[src/rtl/asi_rburst_if.sv]
// asi_rburst_if: AXI4 read address and read data channels between interconnect and the read slave
interface asi_rburst_if #(
  parameter int AXI_DW = 64,
  parameter int AXI_AW = 32,
  parameter int AXI_IW = 4
) ();
  logic [AXI_IW-1:0] ARID;
  logic [AXI_AW-1:0] ARADDR;
  logic [7:0]        ARLEN;
  logic [2:0]        ARSIZE;
  logic [1:0]        ARBURST;
  logic              ARVALID;
  logic              ARREADY;
  logic [AXI_IW-1:0] RID;
  logic [AXI_DW-1:0] RDATA;
  logic [1:0]        RRESP;
  logic              RLAST;
  logic              RVALID;
  logic              RREADY;
  modport master (
    output ARID, ARADDR, ARLEN, ARSIZE, ARBURST, ARVALID, RREADY,
    input  ARREADY, RID, RDATA, RRESP, RLAST, RVALID
  );
  modport slave (
    input  ARID, ARADDR, ARLEN, ARSIZE, ARBURST, ARVALID, RREADY,
    output ARREADY, RID, RDATA, RRESP, RLAST, RVALID
  );
endinterface

[src/rtl/asi_rburst.sv]
// asi_rburst: single-clock AXI4 read slave with AR queue, beat address generator, credit-guarded R FIFO; ASI_RRESP_CHK_EN enables SLVERR for illegal bursts
module asi_rburst #(
  parameter int AXI_DW = 64,
  parameter int AXI_AW = 32,
  parameter int AXI_IW = 4,
  parameter int SLV_OD = 4,
  parameter int SLV_WS = 2,
  parameter int SLV_RD = 8
) (
  input  logic              ACLK,
  input  logic              ARESETn,
  asi_rburst_if.slave       axi,
  output logic              m_re,
  output logic [AXI_AW-1:0] m_raddr,
  input  logic [AXI_DW-1:0] m_rdata
);
  localparam int MAXS = $clog2(AXI_DW / 8);
  localparam int QPW = SLV_OD > 1 ? $clog2(SLV_OD) : 1;
  localparam int QCW = $clog2(SLV_OD + 1);
  localparam int FPW = SLV_RD > 1 ? $clog2(SLV_RD) : 1;
  localparam int FCW = $clog2(SLV_RD + 1);
  localparam int EW = AXI_IW + AXI_AW + 13;
  localparam int SB = AXI_IW + 4;
  localparam int RW = AXI_IW + 3 + AXI_DW;
  localparam logic [1:0] M_FIX = 2'd0, M_INC = 2'd1, M_WRP = 2'd2;
  typedef enum logic {IDLE, BURST} state_t;

  state_t            state, state_nxt;
  logic [EW-1:0]     q_mem [SLV_OD];
  logic [QPW-1:0]    q_wr, q_rd;
  logic [QCW-1:0]    q_cnt, q_cnt_nxt;
  logic              arready, push, pop, q_ne, issue, last_beat, r_hs, h_wrap_ok, h_err, cur_err;
  logic [AXI_IW-1:0] h_id, cur_id;
  logic [AXI_AW-1:0] h_addr, cur_addr, next_addr, incr, bound;
  logic [7:0]        h_len, cur_len, beats_left;
  logic [2:0]        h_size, cur_size;
  logic [1:0]        h_burst, cur_mode;
  logic [FCW-1:0]    credit, f_cnt;
  logic [SB-1:0]     sb_in, sb_out;
  logic [RW-1:0]     f_mem [SLV_RD];
  logic [FPW-1:0]    f_wr, f_rd;

  assign push = axi.ARVALID && arready;
  assign q_ne = q_cnt != '0;
  assign q_cnt_nxt = q_cnt + QCW'(push) - QCW'(pop);
  assign {h_id, h_addr, h_len, h_size, h_burst} = q_mem[q_rd];
  assign axi.ARREADY = arready;
  assign h_wrap_ok = h_burst == 2'b10 && (h_len == 8'd1 || h_len == 8'd3 || h_len == 8'd7 || h_len == 8'd15);
`ifdef ASI_RRESP_CHK_EN
  assign h_err = h_size > 3'(MAXS) || h_burst == 2'b11 || (h_burst == 2'b10 && !h_wrap_ok);
`else
  assign h_err = 1'b0;
`endif

  // AR queue storage, pointers and registered ready (low as soon as the queue fills)
  always_ff @(posedge ACLK or negedge ARESETn)
    if (!ARESETn) begin
      for (int i = 0; i < SLV_OD; i++) q_mem[i] <= '0;
      q_wr <= '0;
      q_rd <= '0;
      q_cnt <= '0;
      arready <= 1'b0;
    end else begin
      if (push) q_mem[q_wr] <= {axi.ARID, axi.ARADDR, axi.ARLEN, axi.ARSIZE, axi.ARBURST};
      if (push) q_wr <= q_wr == QPW'(SLV_OD - 1) ? '0 : q_wr + QPW'(1);
      if (pop) q_rd <= q_rd == QPW'(SLV_OD - 1) ? '0 : q_rd + QPW'(1);
      q_cnt <= q_cnt_nxt;
      arready <= q_cnt_nxt < QCW'(SLV_OD);
    end

  // FSM state register
  always_ff @(posedge ACLK or negedge ARESETn)
    if (!ARESETn) state <= IDLE;
    else state <= state_nxt;

  // next state: reload from the queue when idle or on the final beat, otherwise stay
  always_comb state_nxt = (state == IDLE || (issue && last_beat)) ? (q_ne ? BURST : IDLE) : state;

  // outputs: issue a beat while credit remains, pop the head when a burst starts
  always_comb begin
    issue = state == BURST && credit < FCW'(SLV_RD);
    pop = q_ne && (state == IDLE || (issue && last_beat));
    m_re = issue && !cur_err;
  end

  assign last_beat = beats_left == '0;
  assign m_raddr = cur_addr;
  assign incr = AXI_AW'(1) << cur_size;
  assign bound = (AXI_AW'(cur_len) + AXI_AW'(1)) << cur_size;
  assign next_addr = cur_mode == M_FIX ? cur_addr :
                     cur_mode == M_WRP ? (cur_addr & ~(bound - AXI_AW'(1))) | ((cur_addr + incr) & (bound - AXI_AW'(1))) :
                     (cur_addr & ~(incr - AXI_AW'(1))) + incr;

  // burst context: load on pop, advance address and beat count on each issue
  always_ff @(posedge ACLK or negedge ARESETn)
    if (!ARESETn) begin
      cur_id <= '0;
      cur_addr <= '0;
      cur_len <= '0;
      beats_left <= '0;
      cur_size <= '0;
      cur_err <= 1'b0;
      cur_mode <= M_FIX;
    end else if (pop) begin
      cur_id <= h_id;
      cur_addr <= h_addr;
      cur_len <= h_len;
      beats_left <= h_len;
      cur_size <= h_size;
      cur_err <= h_err;
      cur_mode <= h_burst == 2'b00 ? M_FIX : h_wrap_ok ? M_WRP : M_INC;
    end else if (issue) begin
      cur_addr <= next_addr;
      beats_left <= beats_left - 8'd1;
    end

  assign sb_in = {issue, cur_id, last_beat, cur_err ? 2'b10 : 2'b00};

  generate
    if (SLV_WS == 0) begin : g_ws0
      assign sb_out = sb_in;
    end else begin : g_ws
      logic [SB-1:0] sr [SLV_WS];
      // sideband delay line matching the RAM read latency
      always_ff @(posedge ACLK or negedge ARESETn)
        if (!ARESETn) begin
          for (int i = 0; i < SLV_WS; i++) sr[i] <= '0;
        end else begin
          sr[0] <= sb_in;
          for (int i = 1; i < SLV_WS; i++) sr[i] <= sr[i-1];
        end
      assign sb_out = sr[SLV_WS-1];
    end
  endgenerate

  assign r_hs = axi.RVALID && axi.RREADY;

  // credit: beats issued but not yet accepted on R, bounds FIFO occupancy
  always_ff @(posedge ACLK or negedge ARESETn)
    if (!ARESETn) credit <= '0;
    else credit <= credit + FCW'(issue) - FCW'(r_hs);

  // R FIFO: capture RAM data with its sideband, release on R handshake
  always_ff @(posedge ACLK or negedge ARESETn)
    if (!ARESETn) begin
      for (int i = 0; i < SLV_RD; i++) f_mem[i] <= '0;
      f_wr <= '0;
      f_rd <= '0;
      f_cnt <= '0;
    end else begin
      if (sb_out[SB-1]) f_mem[f_wr] <= {sb_out[SB-2:0], m_rdata};
      if (sb_out[SB-1]) f_wr <= f_wr == FPW'(SLV_RD - 1) ? '0 : f_wr + FPW'(1);
      if (r_hs) f_rd <= f_rd == FPW'(SLV_RD - 1) ? '0 : f_rd + FPW'(1);
      f_cnt <= f_cnt + FCW'(sb_out[SB-1]) - FCW'(r_hs);
    end

  assign axi.RVALID = f_cnt != '0;
  assign {axi.RID, axi.RLAST, axi.RRESP, axi.RDATA} = f_mem[f_rd];
endmodule

[src/flat_wrapper.sv]
// flat-port wrapper written by rule: the top's interface ports become plain ports
module asi_rburst_flat 
#(
  parameter int AXI_DW = 64,
  parameter int AXI_AW = 32,
  parameter int AXI_IW = 4,
  parameter int SLV_OD = 4,
  parameter int SLV_WS = 2,
  parameter int SLV_RD = 8
)
  (ACLK, ARESETn, m_re, m_raddr, m_rdata, axi_ARID, axi_ARADDR, axi_ARLEN, axi_ARSIZE, axi_ARBURST, axi_ARVALID, axi_RREADY, axi_ARREADY, axi_RID, axi_RDATA, axi_RRESP, axi_RLAST, axi_RVALID);
  asi_rburst_if #(.AXI_DW(AXI_DW), .AXI_AW(AXI_AW), .AXI_IW(AXI_IW)) axi_i ();
  input  logic ACLK;
  input  logic ARESETn;
  output logic m_re;
  output logic [AXI_AW-1:0] m_raddr;
  input  logic [AXI_DW-1:0] m_rdata;
  input wire logic [$bits(axi_i.ARID)-1:0] axi_ARID;
  input wire logic [$bits(axi_i.ARADDR)-1:0] axi_ARADDR;
  input wire logic [$bits(axi_i.ARLEN)-1:0] axi_ARLEN;
  input wire logic [$bits(axi_i.ARSIZE)-1:0] axi_ARSIZE;
  input wire logic [$bits(axi_i.ARBURST)-1:0] axi_ARBURST;
  input wire logic [$bits(axi_i.ARVALID)-1:0] axi_ARVALID;
  input wire logic [$bits(axi_i.RREADY)-1:0] axi_RREADY;
  output wire logic [$bits(axi_i.ARREADY)-1:0] axi_ARREADY;
  output wire logic [$bits(axi_i.RID)-1:0] axi_RID;
  output wire logic [$bits(axi_i.RDATA)-1:0] axi_RDATA;
  output wire logic [$bits(axi_i.RRESP)-1:0] axi_RRESP;
  output wire logic [$bits(axi_i.RLAST)-1:0] axi_RLAST;
  output wire logic [$bits(axi_i.RVALID)-1:0] axi_RVALID;
  assign axi_i.ARID = axi_ARID;
  assign axi_i.ARADDR = axi_ARADDR;
  assign axi_i.ARLEN = axi_ARLEN;
  assign axi_i.ARSIZE = axi_ARSIZE;
  assign axi_i.ARBURST = axi_ARBURST;
  assign axi_i.ARVALID = axi_ARVALID;
  assign axi_i.RREADY = axi_RREADY;
  assign axi_ARREADY = axi_i.ARREADY;
  assign axi_RID = axi_i.RID;
  assign axi_RDATA = axi_i.RDATA;
  assign axi_RRESP = axi_i.RRESP;
  assign axi_RLAST = axi_i.RLAST;
  assign axi_RVALID = axi_i.RVALID;
  asi_rburst #(.AXI_DW(AXI_DW), .AXI_AW(AXI_AW), .AXI_IW(AXI_IW), .SLV_OD(SLV_OD), .SLV_WS(SLV_WS), .SLV_RD(SLV_RD)) u_core (.ACLK(ACLK), .ARESETn(ARESETn), .axi(axi_i), .m_re(m_re), .m_raddr(m_raddr), .m_rdata(m_rdata));
endmodule
[config.mk]
export PLATFORM = sky130hd
export DESIGN_NAME = asi_rburst_flat
export DESIGN_NICKNAME = d
export VERILOG_FILES = /design/src/rtl/asi_rburst_if.sv /design/src/rtl/asi_rburst.sv /design/src/flat_wrapper.sv
export SDC_FILE = /design/constraint.sdc
export NUM_CORES = 1
export LEC_CHECK = 0
export CAP_MARGIN = 15
export CORE_MARGIN = 2
export CORE_UTILIZATION = 65
export CTS_BUF_LIST = sky130_fd_sc_hd__clkbuf_4
export DETAILED_ROUTE_END_ITERATION = 6
export PLACE_DENSITY = 0.86
export REMOVE_ABC_BUFFERS = 1
export SKIP_LAST_GASP = 1
export SLEW_MARGIN = 40
export SYNTH_ARGS = -nofsm -noshare
export SYNTH_HDL_FRONTEND = slang
export SYNTH_SLANG_ARGS = --single-unit
[constraint.sdc]
create_clock -name ACLK -period 12.4 [get_ports ACLK]
set_input_delay 1.24 -clock ACLK [delete_from_list [all_inputs] [get_ports ACLK]]
set_output_delay 1.24 -clock ACLK [all_outputs]
set_load 0.02 [all_outputs]
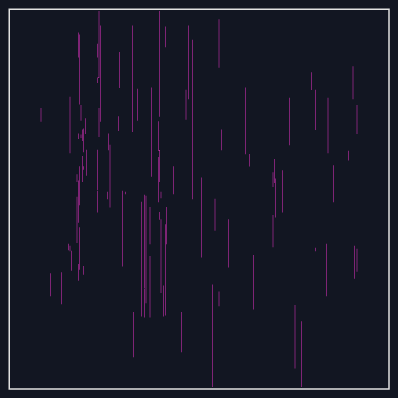
Figure 1: M4 wires.
Drawn at 1.5 px/um.
The layer holds 2.7% of the routed length. The layer carries 2470 um of wire. The longest straight run is 106 um. 69 nets have wire on it. The wires run mostly vertical.

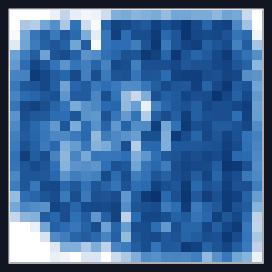
Figure 2: cell density map.
Drawn at 1 px/um. 25 x 25 tiles, from white (low) to dark blue (high), 0 to 100% covered.
57% of the tiles are over 75% full. The emptiest ninth of the die: bottom left. The densest ninth of the die: right middle.

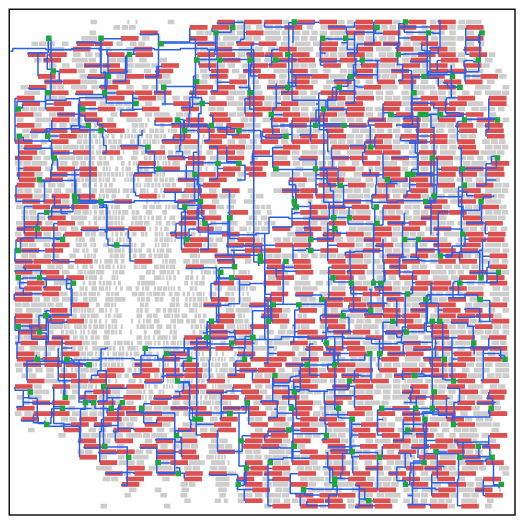
Figure 3: clock wires, drivers and flops.
Drawn at 2 px/um.
Green marks clock drivers, count 212. Blue marks clock wires, length 10900 um. Red marks flip-flops, count 840.
There are 213 routed clock nets. Position of the flops: all over the die.

==> reports/results.tsv <==
metric	value	unit
layout-drive-gt1-share	0.437	
mux_area_frac	0.338	
syn_area_per_cell	14.2	sq um
wl_met3	5970	um
async_reset_ff_frac	1.00	
synth-seq-area-share	0.525	
ys_sh_aoi	0.0429	
holdPathStages	0	
antenna_found_initial	7	
maxPowerGroup	combinational logic	
skew	0.0688	ns
ys_area	0.0400	sq mm
syn_inst	2816	
dieWidth	252	um
layout.cells.most_common_list	835 x dfrtp_1, 825 x mux2_2, 316 x clkbuf_4	
ys_cells	2816	
dr_total_vias	25703	
final_hold_viol_count	0	
ir_worst_vdd	0.140	mV
hp-class	flop to flop	
combGateArea	0.0182	sq mm
portBuffers	220	
endpoint_kind	output port	
h-tree-depth	4	
r2r_start	u_core.beats_left[0]$_DFFE_PN0P_	
drt_pass1_iterations	6	
io_pins	223	
setup_tns	0	ns
comb_cell_power	5.70	mW
core_util_floorplan	0.661	
r2r_setup_slack	7.86	ns
die_y	252	um
worst_pin_slew	0.859	ns
core-area	0.0606	sq mm
cts_resized	0	
cts-root-buf	clkbuf_4	
hold_buffers	0	
finalMaxSlewViolations	0	
insertion_delay	1.08	ns
synth_simple_gate_area_share	0.0454	
period_minus_slack	5.98	ns
status	completed	
grt_max_degree	165	
fin_nets	3273	
ys_ff	840	
post-route-cell-area	0.0458	sq mm
power.switching	4.44	mW
regArea	0.0210	sq mm
vias_per_cell	6.35	
p_sw_frac	0.342	
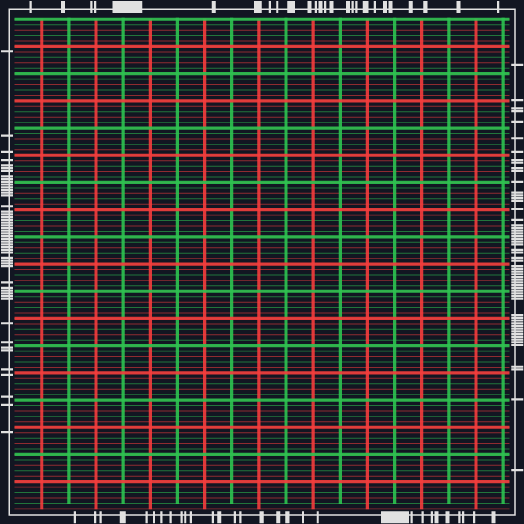
Figure 4: floorplan with the power grid.
Drawn at 2 px/um. Pins as bars on the die edge.
Green marks VDD. Red marks VSS.
223 signal pins sit on the boundary. 91 met1 rails follow the rows. The core has 90 rows. 18 straps on met5. 18 straps on met4.

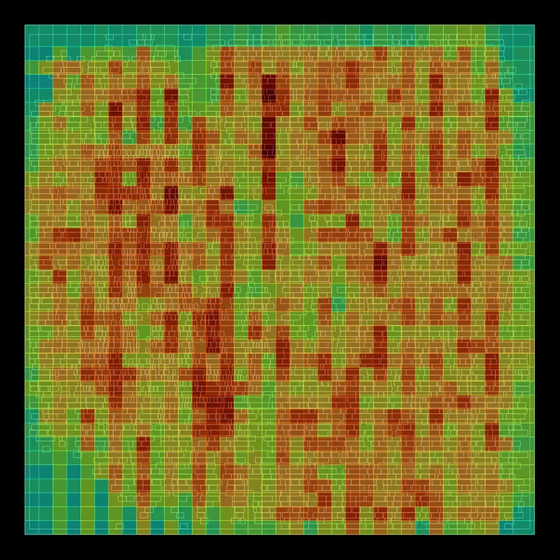
Figure 5: congestion heat map.
Total Routing Usage GR: 0.300
met3 Usage GRT: 0.0770
GR Util met1: 0.369

area by class of cell:
cell class / instances / area share
Sequential cell: 840 / 0.459
Multi-Input combinational cell: 1750 / 0.398
Timing Repair Buffer: 264 / 0.0598
Clock buffer: 316 / 0.0518
Tap cell: 782 / 0.0214
Clock inverter: 41 / 0.00576
Inverter: 47 / 0.00385
Antenna cell: 9 / 0.000492
stage by stage:
stage	hold WS, ns	std cells	setup slack [ns]
detailed placement	0.335	3678	7.55
CTS	0.183	4035	6.39
finish	0.345	4049	6.42
global placement	0.332	3674	7.45
floorplan	0.331	2637	4.82
global route	0.348	4049	6.23
critical path, stage by stage, from the launching register on:
cell and delay (ns):
dfrtp_4 0.82, buf_4 0.73, buf_4 0.73, mux4_2 0.42, mux2_2 0.28, clkdlybuf4s50_1 0.65
sequential cells by signal (all words and copies together) (netlist names), 4 cells and up, named ones only:
name	count
u_core.f_mem	552
u_core.q_mem	196
u_core.beats_left	8
u_core.cur_len	8
u_core.g_ws.sr	6
u_core.sb_out	6
u_core.credit	4
u_core.cur_id	4
u_core.f_cnt	4
synthesized netlist by cell type, types with 11 or more instances:
cell type / number / area, sq um
a31oi_1: 13 / 81.3
buf_1: 39 / 146
nand4_1: 13 / 81.3
a21oi_1: 44 / 220
nor2_1: 83 / 312
nand2_1: 127 / 477
o21ai_0: 66 / 330
clkbuf_1: 124 / 465
mux2_2: 825 / 9290
ha_1: 37 / 463
o21ai_1: 11 / 55.1
xor2_1: 15 / 131
and3_1: 11 / 68.8
xnor2_1: 37 / 324
nand3_1: 40 / 200
a211oi_1: 13 / 97.6
o211ai_1: 12 / 90.1
dfrtp_1: 840 / 21000
mux4_2: 187 / 4210
inv_1: 43 / 161
nor3_1: 33 / 165
